--- src/rtl/load_store_unit.sv ---
// RV32I load/store initiator: word alignment, lane extraction/extension and read-modify-write stores.
// Define LSU_MISALIGN_TRAP_EN to report misaligned halfword/word requests as errors.
module load_store_unit (
    input  logic        clk,
    input  logic        rst_n,
    input  logic        req_valid,
    output logic        req_ready,
    input  logic        req_we,
    input  logic [2:0]  req_funct3,
    input  logic [31:0] req_addr,
    input  logic [31:0] req_wdata,
    output logic        resp_valid,
    output logic [31:0] resp_rdata,
    output logic        resp_err,
    output logic [31:0] mem_A,
    output logic [31:0] mem_WD,
    output logic        mem_WE,
    input  logic [31:0] mem_RD
);

    localparam int unsigned DW = 32;
    localparam int unsigned HW = 16;

    localparam logic [1:0] ST_IDLE   = 2'd0;
    localparam logic [1:0] ST_ACCESS = 2'd1;
    localparam logic [1:0] ST_MERGE  = 2'd2;
    localparam logic [1:0] ST_RESP   = 2'd3;

    localparam logic [2:0] F3_B = 3'b000;
    localparam logic [2:0] F3_H = 3'b001;
    localparam logic [2:0] F3_W = 3'b010;

    logic [1:0]    state_q, state_d;
    logic          we_q, we_d;
    logic [2:0]    f3_q, f3_d;
    logic [1:0]    off_q, off_d;
    logic [HW-1:0] wdata_q, wdata_d;
    logic          ready_q, ready_d;
    logic          resp_valid_q, resp_valid_d;
    logic [DW-1:0] rdata_q, rdata_d;
    logic          err_q, err_d;
    logic [DW-1:0] mem_a_q, mem_a_d;
    logic [DW-1:0] mem_wd_q, mem_wd_d;
    logic          mem_we_q, mem_we_d;

    logic          bad_req_c;
    logic [7:0]    byte_c;
    logic [HW-1:0] half_c;
    logic [DW-1:0] load_c;
    logic [4:0]    lane_sh_c;
    logic [DW-1:0] mask_c;
    logic [DW-1:0] ins_c;
    logic [DW-1:0] merged_c;

    // Request legality, checked on the unlatched request at accept time
    always_comb begin
        if (req_we) begin
            bad_req_c = !(req_funct3 == F3_B || req_funct3 == F3_H || req_funct3 == F3_W);
        end else begin
            bad_req_c = (req_funct3 == 3'b011) || (req_funct3[2:1] == 2'b11);
        end
`ifdef LSU_MISALIGN_TRAP_EN
        if (req_funct3[1:0] == 2'b01 && req_addr[0]) begin
            bad_req_c = 1'b1;
        end
        if (req_funct3[1:0] == 2'b10 && req_addr[1:0] != 2'b00) begin
            bad_req_c = 1'b1;
        end
`endif
    end

    // Lane extraction with sign/zero extension; funct3[2] selects unsigned
    always_comb begin
        byte_c = 8'(mem_RD >> {off_q, 3'b000});
        half_c = off_q[1] ? mem_RD[31:16] : mem_RD[15:0];
        case (f3_q[1:0])
            2'b00:   load_c = {{24{byte_c[7] & ~f3_q[2]}}, byte_c};
            2'b01:   load_c = {{16{half_c[15] & ~f3_q[2]}}, half_c};
            default: load_c = mem_RD;
        endcase
    end

    // Sub-word store merge; halfword offset ignores addr[0]
    always_comb begin
        lane_sh_c = f3_q[0] ? {off_q[1], 4'b0000} : {off_q, 3'b000};
        mask_c    = (f3_q[0] ? 32'h0000_FFFF : 32'h0000_00FF) << lane_sh_c;
        ins_c     = (f3_q[0] ? {16'h0000, wdata_q} : {24'h000000, wdata_q[7:0]}) << lane_sh_c;
        merged_c  = (mem_RD & ~mask_c) | ins_c;
    end

    always_comb begin
        state_d      = state_q;
        we_d         = we_q;
        f3_d         = f3_q;
        off_d        = off_q;
        wdata_d      = wdata_q;
        ready_d      = ready_q;
        resp_valid_d = 1'b0;
        rdata_d      = rdata_q;
        err_d        = err_q;
        mem_a_d      = mem_a_q;
        mem_wd_d     = mem_wd_q;
        mem_we_d     = 1'b0;
        case (state_q)
            ST_IDLE: begin
                if (req_valid && ready_q) begin
                    we_d    = req_we;
                    f3_d    = req_funct3;
                    off_d   = req_addr[1:0];
                    wdata_d = req_wdata[HW-1:0];
                    mem_a_d = {req_addr[31:2], 2'b00};
                    ready_d = 1'b0;
                    if (bad_req_c) begin
                        state_d      = ST_RESP;
                        resp_valid_d = 1'b1;
                        rdata_d      = '0;
                        err_d        = 1'b1;
                    end else begin
                        state_d = ST_ACCESS;
                        if (req_we && req_funct3 == F3_W) begin
                            mem_we_d = 1'b1;
                            mem_wd_d = req_wdata;
                        end
                    end
                end
            end
            ST_ACCESS: begin
                if (!we_q) begin
                    state_d      = ST_RESP;
                    resp_valid_d = 1'b1;
                    rdata_d      = load_c;
                    err_d        = 1'b0;
                end else if (f3_q == F3_W) begin
                    state_d      = ST_RESP;
                    resp_valid_d = 1'b1;
                    rdata_d      = '0;
                    err_d        = 1'b0;
                end else begin
                    state_d  = ST_MERGE;
                    mem_we_d = 1'b1;
                    mem_wd_d = merged_c;
                end
            end
            ST_MERGE: begin
                state_d      = ST_RESP;
                resp_valid_d = 1'b1;
                rdata_d      = '0;
                err_d        = 1'b0;
            end
            default: begin
                state_d = ST_IDLE;
                ready_d = 1'b1;
            end
        endcase
    end

    always_ff @(posedge clk or negedge rst_n) begin
        if (!rst_n) begin
            state_q      <= ST_IDLE;
            we_q         <= 1'b0;
            f3_q         <= '0;
            off_q        <= '0;
            wdata_q      <= '0;
            ready_q      <= 1'b1;
            resp_valid_q <= 1'b0;
            rdata_q      <= '0;
            err_q        <= 1'b0;
            mem_a_q      <= '0;
            mem_wd_q     <= '0;
            mem_we_q     <= 1'b0;
        end else begin
            state_q      <= state_d;
            we_q         <= we_d;
            f3_q         <= f3_d;
            off_q        <= off_d;
            wdata_q      <= wdata_d;
            ready_q      <= ready_d;
            resp_valid_q <= resp_valid_d;
            rdata_q      <= rdata_d;
            err_q        <= err_d;
            mem_a_q      <= mem_a_d;
            mem_wd_q     <= mem_wd_d;
            mem_we_q     <= mem_we_d;
        end
    end

    assign req_ready  = ready_q;
    assign resp_valid = resp_valid_q;
    assign resp_rdata = rdata_q;
    assign resp_err   = err_q;
    assign mem_A      = mem_a_q;
    assign mem_WD     = mem_wd_q;
    assign mem_WE     = mem_we_q;

endmodule

--- config.mk ---
export PLATFORM = sky130hd
export DESIGN_NAME = load_store_unit
export DESIGN_NICKNAME = d
export VERILOG_FILES = /design/src/rtl/load_store_unit.sv
export SDC_FILE = /design/constraint.sdc
export NUM_CORES = 1
export LEC_CHECK = 0
export CAP_MARGIN = 0
export CORE_MARGIN = 5
export CORE_UTILIZATION = 46
export DETAILED_ROUTE_END_ITERATION = 16
export HOLD_SLACK_MARGIN = 0.03
export PLACE_DENSITY = 0.8
export SLEW_MARGIN = 20
export SYNTH_ARGS = -nofsm -noshare
export SYNTH_HDL_FRONTEND = slang
export SYNTH_SLANG_ARGS = --single-unit
export TNS_END_PERCENT = 1
--- constraint.sdc ---
create_clock -name clk -period 2.32 [get_ports clk]
set_input_delay 0.464 -clock clk [delete_from_list [all_inputs] [get_ports clk]]
set_output_delay 0.464 -clock clk [all_outputs]
set_load 0.02 [all_outputs]
Figure 1. Metal layers overlaid (run 1).
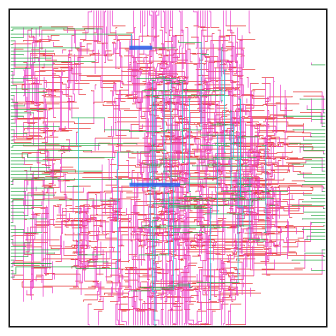
legend:
  red:
    layer: met1
    wire_length: 7500 um
  green:
    layer: met3
    wire_length: 2040 um
  cyan:
    layer: met4
    wire_length: 887 um
  magenta:
    layer: met2
    wire_length: 9370 um
  blue:
    layer: met5
    wire_length: 25.8 um
overall track demand over capacity in global routing: 25.4%
via count: 5414
wirelength, routed: 19800 um
routed len/inst: 20.5 um

Figure 2. Placed cells, one colour a class (run 1).
Fill, decap, tap and diode cells in grey.
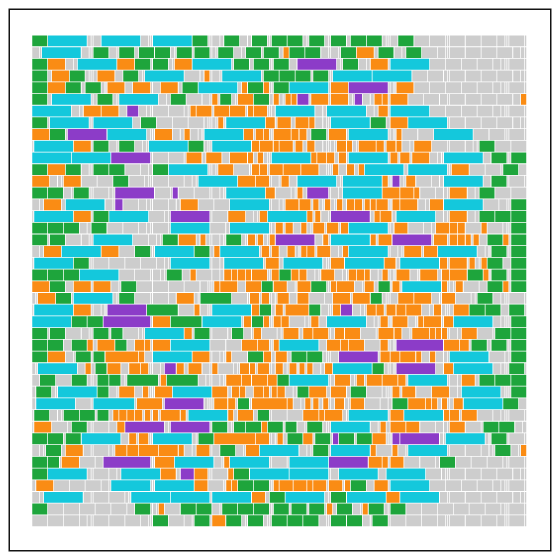
legend:
  green:
    class: other buffers and delay cells
    cells: 230
  purple:
    class: clock drivers and dummy loads
    cells: 32
  cyan:
    class: flip-flops
    cells: 122
  orange:
    class: all other logic
    cells: 406
sequential share of cell area: 33.7%
Rows: 42
cell area after layout: 9070 sq um
core footprint: 13100 sq um

==> COMMIT_EDITMSG, run 1 <==
Store results of the implementation flow

- The flow ran to the end, and the final reports show no timing, DRC or antenna violations.
- The H-tree generated during clock tree synthesis spans 4 levels.
* Main area contributors after synthesis: dfrtp_1 49%, mux2_2 14%, o21ai_0 4.1%, a22o_1 3.1%, nand2_1 2.7%
* Power drawn by the sequential cells: 3990 uW
- Post-route met1 wirelength: 7500 um
* CTS max path bufs: 2
- The most critical hold endpoint after final layout shows a slack of between 0.4 and 0.5 ns.
- In this run, the synthesized area fraction spent on adder and majority cells is recorded as 0.816%.
- Number of non-clock inverters in the layout: 31
* Worst setup path endpoint: mem_WD[21]
- For this run, design rule violations remaining after detail routing come to 0.
* Total cell area at the placement stage: roughly 8400 sq um
- Busiest metal layer after global routing: met2
- Compound-cell area share of the yosys netlist: 17.5%
- In the hold timing report, the worst path depth is 2.
- Of all flip-flops after synthesis, the portion carrying an async set or reset was 100%.
* Fill count: 983
- Via count of the first global-routing pass: 5821
- Counting flops and latches in the post-synthesis netlist gives 122.
- Data required time of the worst path: 2.65 ns
* Average size of a mapped cell: 10.8 sq um
- In this run the count of I/O pins placed on the die edge is 203.
- Classification of the worst setup path: reg2reg
- Clock-net power: around 2700 uW
- Final net count: 884
* Clock Buffer Count: 20
* Final setup violation count: 0
- Levels on crit path: 6
- Startpoint of the worst setup timing path: req_ready
- Port-buffer cells: about 200
- Counting plain and timing-repair buffers in the layout gives 230.
- Setup slack closes at around 0.21 ns.
- Worst EP arrival: 2.43 ns
- Static power due to leakage: 0.00389 uW
- For this run the aggregate overflow at the end of global routing stands at 0.
* Total length of routed met2 wires: around 9400 um
* Worst vdd rail ir drop: 0.958 mV
- Number of buffers added by the clock tree synthesis step: 17
* Worst r2r dst: mem_WD[21]
- Nets still carrying antenna violations after routing amount to 0.
- Area fraction in and, or, nand and nor cells after synthesis: 9.75%
* Later-pin clock latency in the skew report: 0.41 ns
- Final count of pins violating max slew: 0
- Clock skew after layout: ~0.0065 ns
* Endpoints failing hold: 0
* Die height: around 130 um
- XOR/XNOR Fraction of Synth Area: 0%
- Power comes to between 10000 and 15000 uW.
* Mux cell area share after synthesis: around 17%
Figure 3. Placed standard cells (run 1).
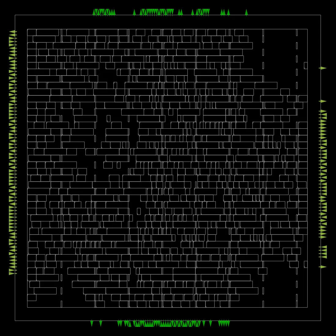
post-layout instance count excluding filler cells: 966
num tapcells: 176

Figure 4. Clock wires, drivers and flops (run 1).
The bar under the picture is 50 um long.
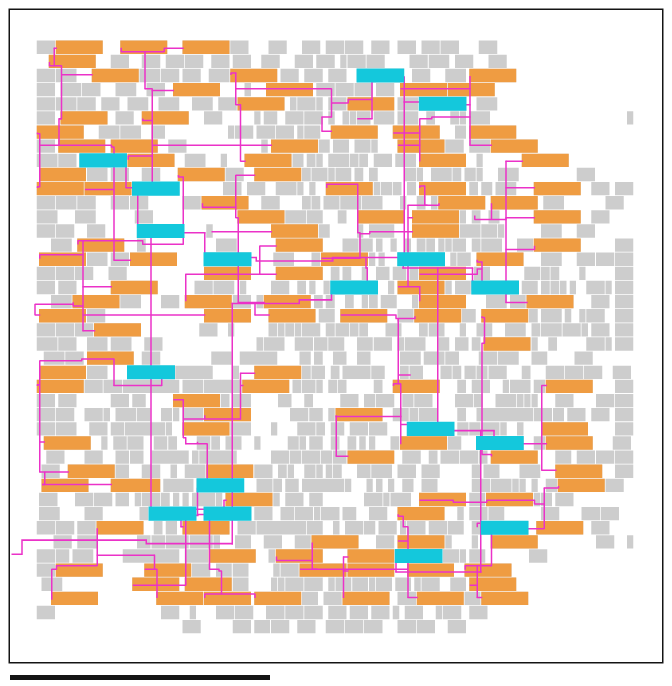

==> run 1 -> run 2 <==
- CTS_CLUSTER_DIAMETER: unset -> 120
- clock period: 2.32 -> 2.4 ns (I/O delays scaled with it)
Figure 5. Clock wires, drivers and flops (run 2).
The bar under the picture is 50 um long.
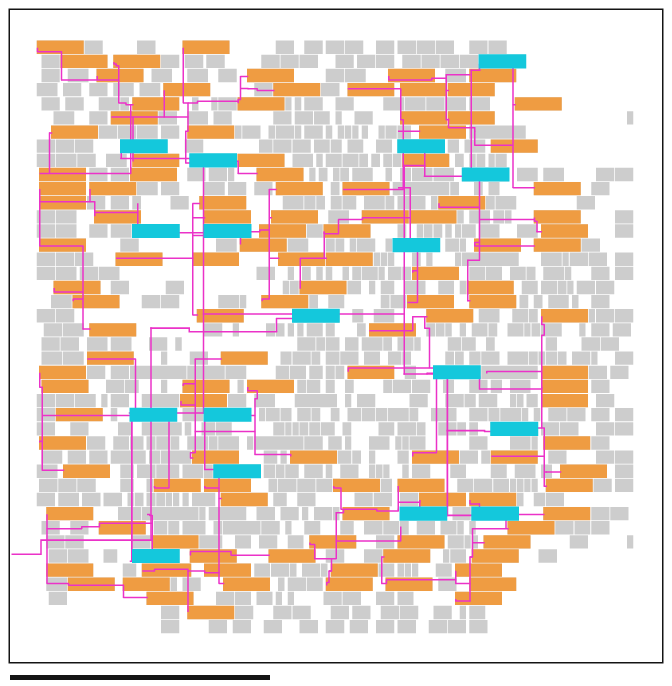
legend:
  orange:
    item: flip-flops
    count: 122
  cyan:
    item: cells driving clock nets
    count: 17
  magenta:
    item: clock wires
    length: 1590 um
flops lie: widely spread
routed clock nets: 18
clock-net power: 2860 uW
Clock Power Share: 20.2%
later-pin clock latency in the skew report: 0.41 ns

Figure 6. Ports around the boundary (run 2).
Pins as bars across the die edge, other pins in grey.
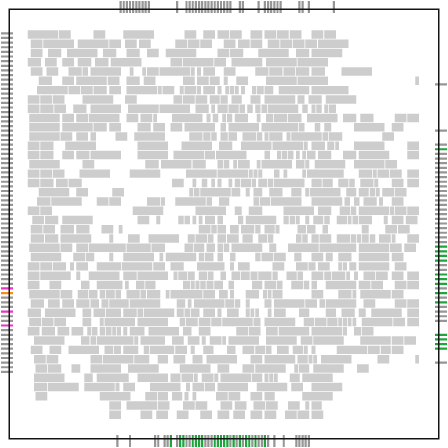
legend:
  green:
    port: mem_RD
    pins: 32
    direction: input
    edge: 18 bottom, 14 right
  orange:
    port: req_we
    pins: 1
    direction: input
    edge: left
  magenta:
    port: req_funct3
    pins: 3
    direction: input
    edge: left
Port-buffer cells: 200
die height: 125 um
die boundary width: 125 um

==> COMMIT_EDITMSG, run 2 <==
Store results of the implementation flow

- Area fraction in and, or, nand and nor cells after synthesis: 9.75%
- The routed design shows a wire length per standard cell of 20.5 um.
- Clock skew after layout: between 0.004 and 0.005 ns
- The critical path is of the reg2reg type.
- Across all checked pins, the minimum headroom to the slew limit is 29.4%.
* Post-route met1 wirelength: 7460 um
- Per the detailed placement report, the placed cell area equals around 8400 sq um.
- Wirelength, routed: 19800 um
* Mux cell area share after synthesis: 16.9%
* Number of non-clock inverters in the layout: 31
- The power report lists the sequential group at 3860 uW.
* Via count of the first global-routing pass: ~5700
- The initialized floorplan defines 42 standard-cell rows.
- Num tapcells: roughly 180
* Clock transition at the registers of the reported paths: 0.06 ns
* Total I/O pin count: 203
* Number of antenna violations at the first check in global routing: 2
* Worst vdd rail ir drop: 0.735 mV
* Worst setup path endpoint: resp_rdata[5]
- Sequential share of cell area: 33.6%
- After filler insertion, the fill cell instance count of the layout stands at roughly 960.
- Hold path cells: 2
* Static power due to leakage: between 0.003 and 0.004 uW
- The synthesized netlist devotes 0% of its cell area to XOR and XNOR gates.
- Looking at the clock tree report, the maximum root-to-sink buffer count equals 2.
- Detailed routing inserted a total of between 5000 and 6000 vias.
* Core footprint: between 10000 and 15000 sq um
- Asr flop ratio synth: 100%
- Cell area after layout: 9090 sq um
* Multi-input gate share of the layout cell area: between 30% and 40%
- Overflow left after global routing: 0
- Worst r2r dst: resp_rdata[5]
* Final count of pins violating max slew: 0
- Per the detail_route report, DRC violations left total 0.
* Number of buffers added by the clock tree synthesis step: 17
- The routed design uses 9460 um of met2 wire.
- Post-synthesis share of cell area spent on full adders, half adders and majority gates: less than 1%
- Clock Buffer Count: 19
- Startpoint of the worst setup timing path: off_q[0]
- Endpoints failing hold: 0
- For this run, the total global-route usage over all layers was measured as between 20% and 30%.
* Starting density of the core: 46.7%
- Minimum hold slack: 0.481 ns
* Area of all sequential standard cells: about 3000 sq um
* CTS H-Tree Depth: 4
* Data required time of the worst path: 2.75 ns
- Of the total synthesized cell area, the portion taken by AND-OR and OR-AND cells is 17.5%.
- The design draws 14100 uW.
- Outcome: finished, final reports clean
- Busiest metal layer after global routing: met2
* Remaining number of nets flagged by the antenna check after routing: 0
- After layout, the buffer instance count without clock buffers stands at 227.
* Levels on crit path: 4
- After the flow finishes, the layout carries non-filler instances totaling 963.
- Average size of a mapped cell: 10.8 sq um
* Cell with the biggest individual delay on the critical path: nor4b_1
- In the final report, the number of endpoints failing setup comes to 0.
- The analysis attributes to net switching a power of 5490 uW.
- Yosys reported a register bit count of roughly 120.
* Met3 layer wire length in the routed design: around 2200 um
- Once routing completed, OpenROAD measured the worst setup slack at 0.156 ns.
- Main area contributors after synthesis: dfrtp_1 49%, mux2_2 14%, o21ai_0 4.1%, a22o_1 3.1%, nand2_1 2.7%
* Final net count: 881
- Data arrives at the worst endpoint at roughly 2.6 ns.
Power and IR drop assume default switching activity.
